Design adder_rr_sched, sky130hd; sources not shown.
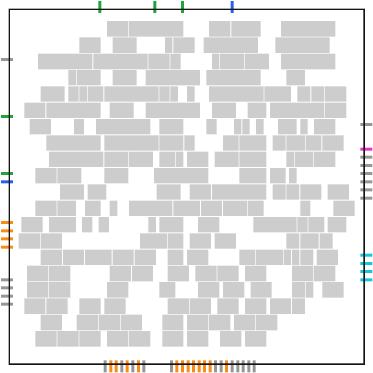
*Ports around the boundary*
Scale: 6 px per µm. Pins as bars across the die edge, other pins in grey.
| colour | port | pins | direction | edge |
|---|---|---|---|---|
| green | `o_sum` | 5 | output | 3 top, 2 left |
| orange | `i_b` | 16 | input | 12 bottom, 4 left |
| magenta | `o_rsp_vld` | 1 | output | right |
| cyan | `i_req_vld` | 4 | input | right |
| blue | `o_rsp_id` | 2 | output | 1 top, 1 left |
all pins by edge: 24 bottom, 12 left, 12 right, 4 top
Port Buffers: 51
Die X: 58.89 µm

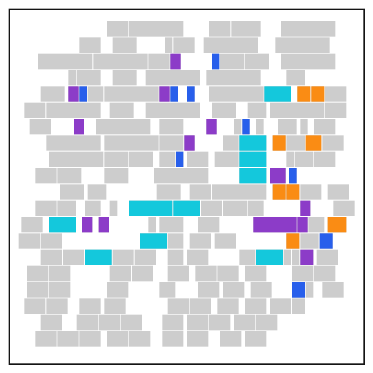
*Gate-type map*
Scale: 6 px per µm.
| colour | family | cells |
|---|---|---|
| purple | inverting AOI/OAI gates | 13 |
| orange | AND and OR gates | 8 |
| blue | NAND gates | 9 |
| cyan | adder and majority cells | 10 |
combinational fraction of the cell area: 0.4281
Commonest Layout Cell: clkdlybuf4s50_1
Final Non-Filler Cells: 230

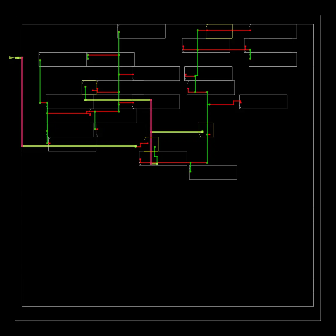
*Clock nets*
clock-net power: 0.138 mW
CTS sink cnt: 20
Late-Pin Clk Latency: 0.30 ns

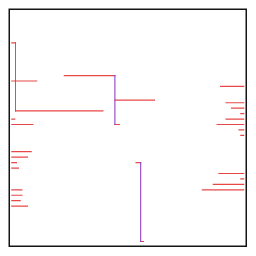
*Metal layers overlaid*
Scale: 4 px per µm. Only two layers are drawn.
| colour | layer | wire length |
|---|---|---|
| purple | metal 4 | 49.0 µm |
| red | metal 3 | 135 µm |
global-route usage over all layers: 0.2071
Wirelength per Cell: 12.89 µm

==> results.txt <==
Max frequency: 0.3296 GHz
Req. time, crit path: 3.06 ns
Layout area overhead: 40.46%
Ys cells: 132
Share of post-route cells with drive strength above 1: 0.1613
RSZ-0062 raised after global routing: false
Antenna Nets Post-Route: 0
Nets: 236
Yosys top cell by area: dfrtp_1
Count leader, synth: mux2i_1
LEAKAGE: 0.9178 nW
Sw Share: 0.4039
Max-slew violations: 0
Total number of vias: 1163
#FFs+latches synth: 20
Congestion Overflow GR: 0
Tot Pwr: 1.788 mW
Outcome: finished, final reports clean
Power Sequential: 0.462 mW
Setup_tns: 0 ns
Post-synthesis compound-gate area fraction: 0.07904
Mapped Area: 1456 µm²
I/O pin cnt: 52
Worst-case hold slack: 0.4917 ns
Drt first pass iters: 4
WL final: 2.964 mm
Slew Limit Headroom: 0.4200
Sequential cell area: 500.5 µm²
Mux share: 0.3033
Tool warnings: 29
DRC Markers: 0
Die ar.: 3468 µm²
Initial antenna violation count: 0
CP cell instances: clkdlybuf4s50_1 > nand2b_1 > a21oi_1 > a211oi_4 > buf_4 > inv_1 > ha_1 > and2_1 > clkdlybuf4s50_1
Vias/cell: 5.057
Setup slack, reg-to-reg: 0.70 ns
Non-Clock Buffer Area Fraction: 0.2642
Max power group: combinational cells
Placer Congestion: 0.7226
Main flop type: dfrtp_1
Clock share of power: 0.077
Sw Pwr: 0.7221 mW
Post-Syn Instances: 132
Worst Tran Pin Value: 0.8673 ns
ClkCell Share: 0.01774
Hold Vio Cnt, Final: 0
Tcrit/Tclk final: 0.8923
Number of global-route vias before repair: 1279
Register area share after synthesis: 0.3436
CP peak stage delay: 0.54 ns
Top post-synthesis cells by count: 25 x mux2i_1, 20 x dfrtp_1, 17 x mux2_2
Comb pwr share: 0.664
Yosys top cell area share: 0.3436
CTS tree: done
Yosys Chip Area: 1456 µm²
Flip-flops: 20
Peak supply drop: 0.6016 mV
Asr flop ratio synth: 1.000
# diodes: 0
Placed cells: 226
Crit path kind: input pin to primary output
Largest net degree at the start of global routing: 21
Share of power burned in registers: 0.259
Clk pin slew, worst setup/hold paths: 0.10 ns
Placed Area: 2009 µm²
WP depth: 9
Fillers: 245
Top cells by area: dfrtp_1 34%, mux2i_1 17%, mux2_2 13%, ha_1 7.7%, xnor2_1 3.0%
Unique cell types: 28
Clock buffer depth: 2
Critical path's slowest cell: clkdlybuf4s50_1
Cell depth of the worst flop-to-flop path: 9
Final instance area: 2046 µm²
Clock buf count: 4
Most frequent cells in the layout: 51 x clkdlybuf4s50_1, 25 x mux2i_1, 20 x dfrtp_1, 17 x mux2_2, 9 x ha_1
Clk_skew: 0.005493 ns
Period minus WS final: 3.034 ns
Largest delay share family, worst path: buffers and inverters
Num CTS Buffers: 3
Worst Setup Start Kind: input pin
Number of logic gates: 99
-- tightest hold or removal path: cells and delay by family, from the launching register on --
family,cells,cell delay [ns]
simple gates,1,0.04
flops,1,0.36
compound gates,1,0.06
-- per-stage QoR --
stage                     utilization  setup WS, ns
after detailed placement       0.6582        0.2328
final                          0.6701        0.3661
after global placement         0.6582        0.3300
after floorplan                     -        0.8621
after global routing           0.6701        0.1970
after CTS                      0.6701        0.3392
-- layer usage --
| layer | vias to the layer above | part of all wire | wire length, µm | track usage |
|---|---|---|---|---|
| li1 | 572 | - | - | - |
| met1 | 555 | 0.39 | 1142 | 0.2205 |
| met2 | 29 | 0.55 | 1638 | 0.3945 |
| met3 | 7 | 0.045 | 134 | 0.04835 |
| met4 | 0 | 0.016 | 48 | 0.07143 |
| met5 | - | 0 | 0 | 0 |
Power and IR drop assume default switching activity.
